**Track usage over the die**

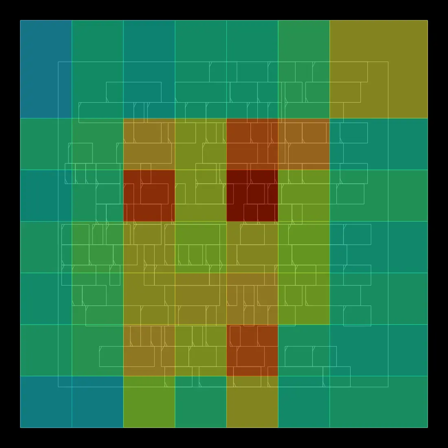
**The metal 2 layer**

Scale bar: 20 um. Cells faint in the background.
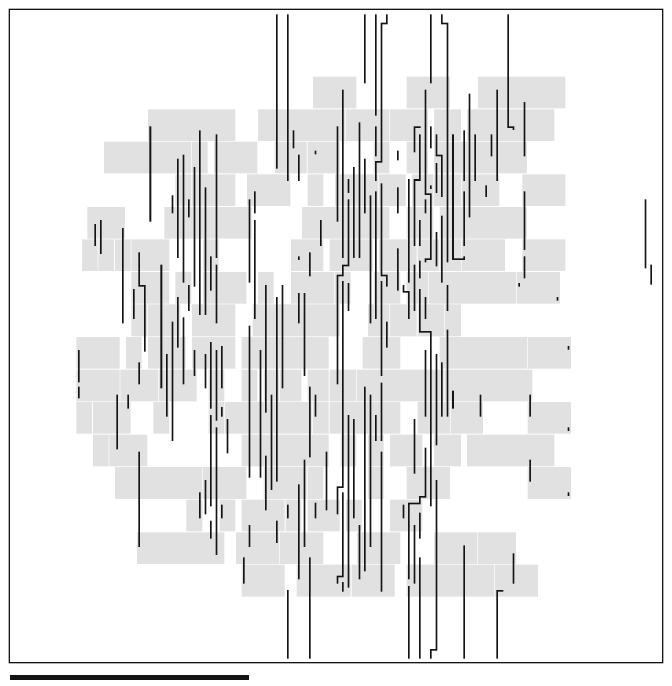
**Routed metal, one color a layer**

Only two layers are drawn.
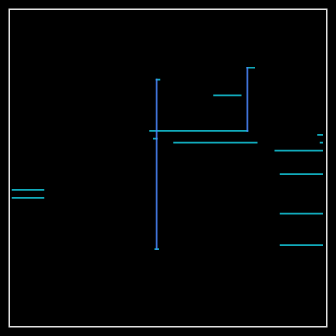
**config.mk**
```make
export PLATFORM = sky130hd
export DESIGN_NAME = demux_decoder3
export DESIGN_NICKNAME = d
export VERILOG_FILES = /design/src/rtl/demux_pkg.sv /design/src/rtl/sym_match3.sv /design/src/rtl/demux_decoder3.sv
export SDC_FILE = /design/constraint.sdc
export NUM_CORES = 1
export LEC_CHECK = 0
export CAP_MARGIN = 0
export CORE_MARGIN = 5
export CORE_UTILIZATION = 46
export CTS_CLUSTER_DIAMETER = 50
export DETAILED_ROUTE_END_ITERATION = 10
export GPL_TIMING_DRIVEN = 1
export PLACE_DENSITY = 0.79
export SLEW_MARGIN = 25
export SYNTH_ARGS = -nofsm -noshare
export SYNTH_HDL_FRONTEND = slang
export SYNTH_HIERARCHICAL = 1
export SYNTH_SLANG_ARGS = --single-unit
```
**constraint.sdc**
```tcl
create_clock -name clk -period 4.5 [get_ports clk]
set_input_delay 0.45 -clock clk [delete_from_list [all_inputs] [get_ports clk]]
set_output_delay 0.45 -clock clk [all_outputs]
set_load 0.01 [all_outputs]
```
**src/rtl/demux_pkg.sv**
```systemverilog
// Shared definitions for the 3-way symbol demux/decoder and its encoder-side peers.
package demux_pkg;

    // Recovered select pair {sB, sA}
    typedef logic [1:0] pair_t;

    // Word-assembly FSM: waiting for the high pair, or holding it and waiting for the low pair
    typedef enum logic {
        ST_HI = 1'b0,
        ST_LO = 1'b1
    } state_t;

    // Default line codes for the in0/in1/in2 slots
    localparam pair_t CODE0_DEF = 2'b00;
    localparam pair_t CODE1_DEF = 2'b01;
    localparam pair_t CODE2_DEF = 2'b10;

endpackage

```
**src/rtl/sym_match3.sv**
```systemverilog
// Combinational match of one line symbol against the three transmit codes.
module sym_match3
    import demux_pkg::*;
(
    input  pair_t sym,
    input  pair_t code0,
    input  pair_t code1,
    input  pair_t code2,
    output pair_t pair,
    output logic  illegal
);

    // Priority match: when codes collide the lowest slot index wins; no match is illegal
    always_comb begin
        pair    = 2'b00;
        illegal = 1'b0;
        if (sym == code0) begin
            pair = 2'b00;
        end else if (sym == code1) begin
            pair = 2'b01;
        end else if (sym == code2) begin
            pair = 2'b10;
        end else begin
            illegal = 1'b1;
        end
    end

endmodule

```
**src/rtl/demux_decoder3.sv**
```systemverilog
// Receive-side decoder: two line symbols -> one 4-bit word on a valid/ready output slot.
//
// Handshakes: a transfer happens on a rising clk edge where valid && ready are both 1.
// Input side (sym_valid/sym_ready) and output side (rx_valid/rx_ready) follow this rule;
// the producer must hold its data stable while valid is high and ready is low.
module demux_decoder3
    import demux_pkg::*;
#(
    parameter pair_t CODE0 = CODE0_DEF,
    parameter pair_t CODE1 = CODE1_DEF,
    parameter pair_t CODE2 = CODE2_DEF,
    parameter int    ERR_W = 8
) (
    input  logic             clk,
    input  logic             rst_n,
    input  logic [1:0]       sym,
    input  logic             sym_valid,
    input  logic             sym_sof,
    output logic             sym_ready,
    output logic [3:0]       Rx_Data,
    output logic             rx_valid,
    input  logic             rx_ready,
    output logic             rx_err,
    output logic             frame_err,
    output logic [ERR_W-1:0] err_cnt
);

    state_t state, state_next;
    pair_t  partial;
    logic   partial_err;

    pair_t  pair;
    logic   illegal;
    logic   accept;
    logic   load_hi;
    logic   complete;
    logic   slip;
    logic [1:0]     err_inc;
    logic [ERR_W:0] err_sum;

    sym_match3 u_match (
        .sym     (sym),
        .code0   (CODE0),
        .code1   (CODE1),
        .code2   (CODE2),
        .pair    (pair),
        .illegal (illegal)
    );

    // The high pair is always taken; the low pair waits only while the output slot is full and stuck
    assign sym_ready = (state == ST_HI) || !rx_valid || rx_ready;
    assign accept    = sym_valid && sym_ready;

    // Next-state and per-beat actions: load a high pair, complete a word, or restart on a slip
    always_comb begin
        state_next = state;
        load_hi    = 1'b0;
        complete   = 1'b0;
        slip       = 1'b0;
        if (accept) begin
            case (state)
                ST_HI: begin
                    load_hi    = 1'b1;
                    state_next = ST_LO;
                end
                ST_LO: begin
                    if (sym_sof) begin
                        load_hi = 1'b1;
                        slip    = 1'b1;
                    end else begin
                        complete   = 1'b1;
                        state_next = ST_HI;
                    end
                end
                default: state_next = ST_HI;
            endcase
        end
    end

    // Error increment for this beat (illegal symbol and slip can coincide) and its saturating sum
    always_comb begin
        err_inc = {1'b0, accept && illegal} + {1'b0, slip};
        err_sum = {1'b0, err_cnt} + (ERR_W + 1)'(err_inc);
    end

    // FSM state register
    always_ff @(posedge clk) begin
        if (!rst_n) begin
            state <= ST_HI;
        end else begin
            state <= state_next;
        end
    end

    // Partial-word register holding the high pair and whether it was illegal
    always_ff @(posedge clk) begin
        if (!rst_n) begin
            partial     <= 2'b00;
            partial_err <= 1'b0;
        end else if (load_hi) begin
            partial     <= pair;
            partial_err <= illegal;
        end
    end

    // Output slot: a completing word overwrites/refills it, otherwise it empties on a transfer
    always_ff @(posedge clk) begin
        if (!rst_n) begin
            Rx_Data  <= 4'b0000;
            rx_err   <= 1'b0;
            rx_valid <= 1'b0;
        end else if (complete) begin
            Rx_Data  <= {partial, pair};
            rx_err   <= partial_err | illegal;
            rx_valid <= 1'b1;
        end else if (rx_valid && rx_ready) begin
            rx_valid <= 1'b0;
        end
    end

    // Slip pulse and saturating error counter
    always_ff @(posedge clk) begin
        if (!rst_n) begin
            frame_err <= 1'b0;
            err_cnt   <= '0;
        end else begin
            frame_err <= slip;
            if (err_sum[ERR_W]) begin
                err_cnt <= '1;
            end else begin
                err_cnt <= err_sum[ERR_W-1:0];
            end
        end
    end

endmodule

```
==> results.py <==
# Auto-generated metrics
metrics = {
    "global_routing": {
        "grt_max_degree": 24,
        "grt_pass1_wl_mm": 2.82,
        "grt_pass1_vias": 707,
        "antenna_found_initial": 0,
        "grt-ovfl-total": 0,
    },
    "critical_path": {
        "end_kind": "flip-flop",
        "reg2reg_slack_ns": 2.29,
        "timing.rr.start": "rx_valid$_SDFFE_PN0P_",
        "worstReg2RegEnd": "err_cnt[6]$_SDFF_PN0_",
        "path_cells": "clkdlybuf4s50_1 > xor2_1 > o2bb2ai_1 > nor2_1 > and3_1 > fa_1 > and4_1 > a31o_1 > o211a_1",
        "max_stage_delay_ns": 0.47,
        "startpoint_type": "primary input",
    },
    "routing": {
        "ant_nets": 0,
        "dr.first_iter.drc_count": 16,
        "drcViolationCount": 0,
        "via_per_inst": 5.04,
        "drt_pass1_iterations": 4,
    },
    "clock_network": {
        "cts_root_buf": "clkbuf_4",
        "clkTransAtPathRegs_ns": 0.10,
        "ctsHoldBuffers": 0,
        "cts-resized-gates": 0,
        "cts_buffers": 3,
        "clk_latency_ns": 0.29,
        "ctsLongestPathBuffers": 2,
        "post_cts.repair.setup_buffers": 0,
        "cts.sinks": 19,
    },
    "die": {
        "die_x_um": 54.5,
        "rows": 16,
        "chipArea_sq_um": 2970,
        "io-pin-count": 23,
        "die_h_um": 54.5,
    },
    "status": {
        "outcome": "finished, final reports clean",
    },
    "layout": {
        "layout_top_cell": "clkdlybuf4s50_1",
        "lay_top_cells": "22 x clkdlybuf4s50_1, 19 x dfxtp_1, 15 x nand2_1",
        "finalNetCount": 133,
        "area_delta_synth_final_pct": 31.2,
        "drive_gt1_share_pct": 6.45,
        "num_antenna_cells": 0,
        "n_fill_cell": 186,
    },
    "final_timing": {
        "setup-violations-final": 0,
        "finClkSkew_ns": 0.000951,
        "tns_ns": 0,
        "slew_viol_final": 0,
        "worstMarginPinSlew_ns": 0.700,
        "min_period_ns": 2.54,
        "max_freq_ghz": 0.393,
        "max_slew_margin_pct": 53.2,
    },
    "yosys": {
        "synth-async-reset-ratio_pct": 0,
        "yosys_area_sq_um": 911,
        "synth_top_flop_cell": "dfxtp_1",
        "syn_area_per_cell_sq_um": 9.59,
        "yosysWarnings": 6,
        "synth-edff-count": 0,
        "ys_cells": 95,
        "post_synth_inst_count": 95,
        "synthDistinctLibCells": 34,
    },
    "hold_path": {
        "min_to": "Rx_Data[0]$_SDFFE_PN0P_",
        "holdPathStages": 2,
        "holdCritPathClass": "reg -> reg",
        "hold_start": "Rx_Data[0]$_SDFFE_PN0P_",
    },
    "place": {
        "port_buffers": 22,
        "dp_hpwl_mm": 1.34,
    },
    "power_and_ir_drop": {
        "leakage_nw": 0.468,
        "ir_drop_mv": 0.146,
        "pwr_density_cell_nw_per_um2": 263,
    },
    "job": {
        "warning_count": 26,
    },
}
## Picture notes: 'track usage over the die'
grt peak-use layer: met2
met2 Use GR: 24.3%

## Picture notes: 'the metal 2 layer'
The longest straight run is 19.9 um. The layer holds 54% of the routed length. 113 nets have wire on it. The wires run mostly vertical.
routed wire length: 1.72 mm
via count: 761

## Picture notes: 'routed metal, one color a layer'
Key: cyan = metal 3 [wire length 78.4 um]; blue = metal 4 [wire length 40.1 um]
DR WL/cell: 11.4 um
GRT Resource Usage Total: 13.5%

==> Yosys cell counts (3+ instances only) <==
cell / n / area (sq um)
xnor2_1: 3 / 26.3
nand2_1: 15 / 56.3
o21ai_0: 3 / 15.0
nor2_1: 4 / 15.0
o21a_1: 3 / 22.5
mux2i_1: 8 / 80.1
nand4_1: 3 / 18.8
xor2_1: 5 / 43.8
a21oi_1: 3 / 15.0
dfxtp_1: 19 / 380
==> through the flow <==
stage,worst slack [ns],instance area [sq um],util (%),std cells,power (mW)
after floorplan,2.27,933,-,101,0.214
after global placement,1.71,1170,60.8,147,0.232
after detailed placement,1.65,1170,60.8,147,0.234
after CTS,1.97,1190,62.2,151,0.320
after global routing,1.85,1190,62.2,151,0.330
final,1.96,1190,62.2,151,0.314
==> layout make-up <==
cell class              instances  area [sq um]  area share (%)
clock buffers                   4          26.3            2.20
inverters                       2          7.51           0.628
multi-input cells              77           527            44.1
flip-flops and latches         19           380            31.8
well taps                      27          33.8            2.83
repair buffers                 22           220            18.4
==> worst register-to-register path: stages (launching register included) <==
cell and delay (ns):
dfxtp_1 0.33, nor2b_2 0.31, nand2_1 0.13, and3_1 0.21, fa_1 0.44, and4_1 0.32
a31o_1 0.25, o211a_1 0.11
==> registers in the layout, summed over array words and instances (netlist names) <==
signal	count
Rx_Data	4
err_cnt	8
frame_err	1
partial	2
partial_err	1
rx_err	1
rx_valid	1
state	1
==> power by group <==
group          internal (mW)  switching (mW)
sequential             0.175         0.00468
combinational         0.0259          0.0246
clock                 0.0345          0.0499
==> worst max-delay path by stage <==
stage | startpoint | end | slack [ns] | cells after the start
2_1_floorplan | sym[1] | err_cnt[6]$_SDFF_PN0_ | 2.27 | 9
3_3_place_gp | sym[1] | err_cnt[6]$_SDFF_PN0_ | 1.71 | 9
3_5_place_dp | sym[1] | err_cnt[6]$_SDFF_PN0_ | 1.65 | 9
4_1_cts | sym[1] | err_cnt[6]$_SDFF_PN0_ | 1.97 | 9
5_1_grt | sym[1] | err_cnt[6]$_SDFF_PN0_ | 1.85 | 9
6_report | sym[1] | err_cnt[6]$_SDFF_PN0_ | 1.96 | 9
==> cell families after synthesis <==
family	after synthesis	synth area share, %
AND-OR/OR-AND	18	13.7
XOR/XNOR	8	7.69
adder cells (fa/ha/maj)	1	2.20
buffers and inverters	5	2.89
flip-flops	19	41.8
multiplexers	8	8.79
other	2	0.824
AND/OR/NAND/NOR	34	22.1
==> per-layer routing <==
| metal | part of all wire [%] | track usage [%] | wire length (um) |
|---|---|---|---|
| met2 | 54 | 24.3 | 920 |
| met4 | 2.3 | 9.54 | 40 |
| met1 | 40 | 13.8 | 681 |
| met5 | 0 | 0 | 0 |
| met3 | 4.5 | 2.45 | 78 |
Power and IR drop assume default switching activity.
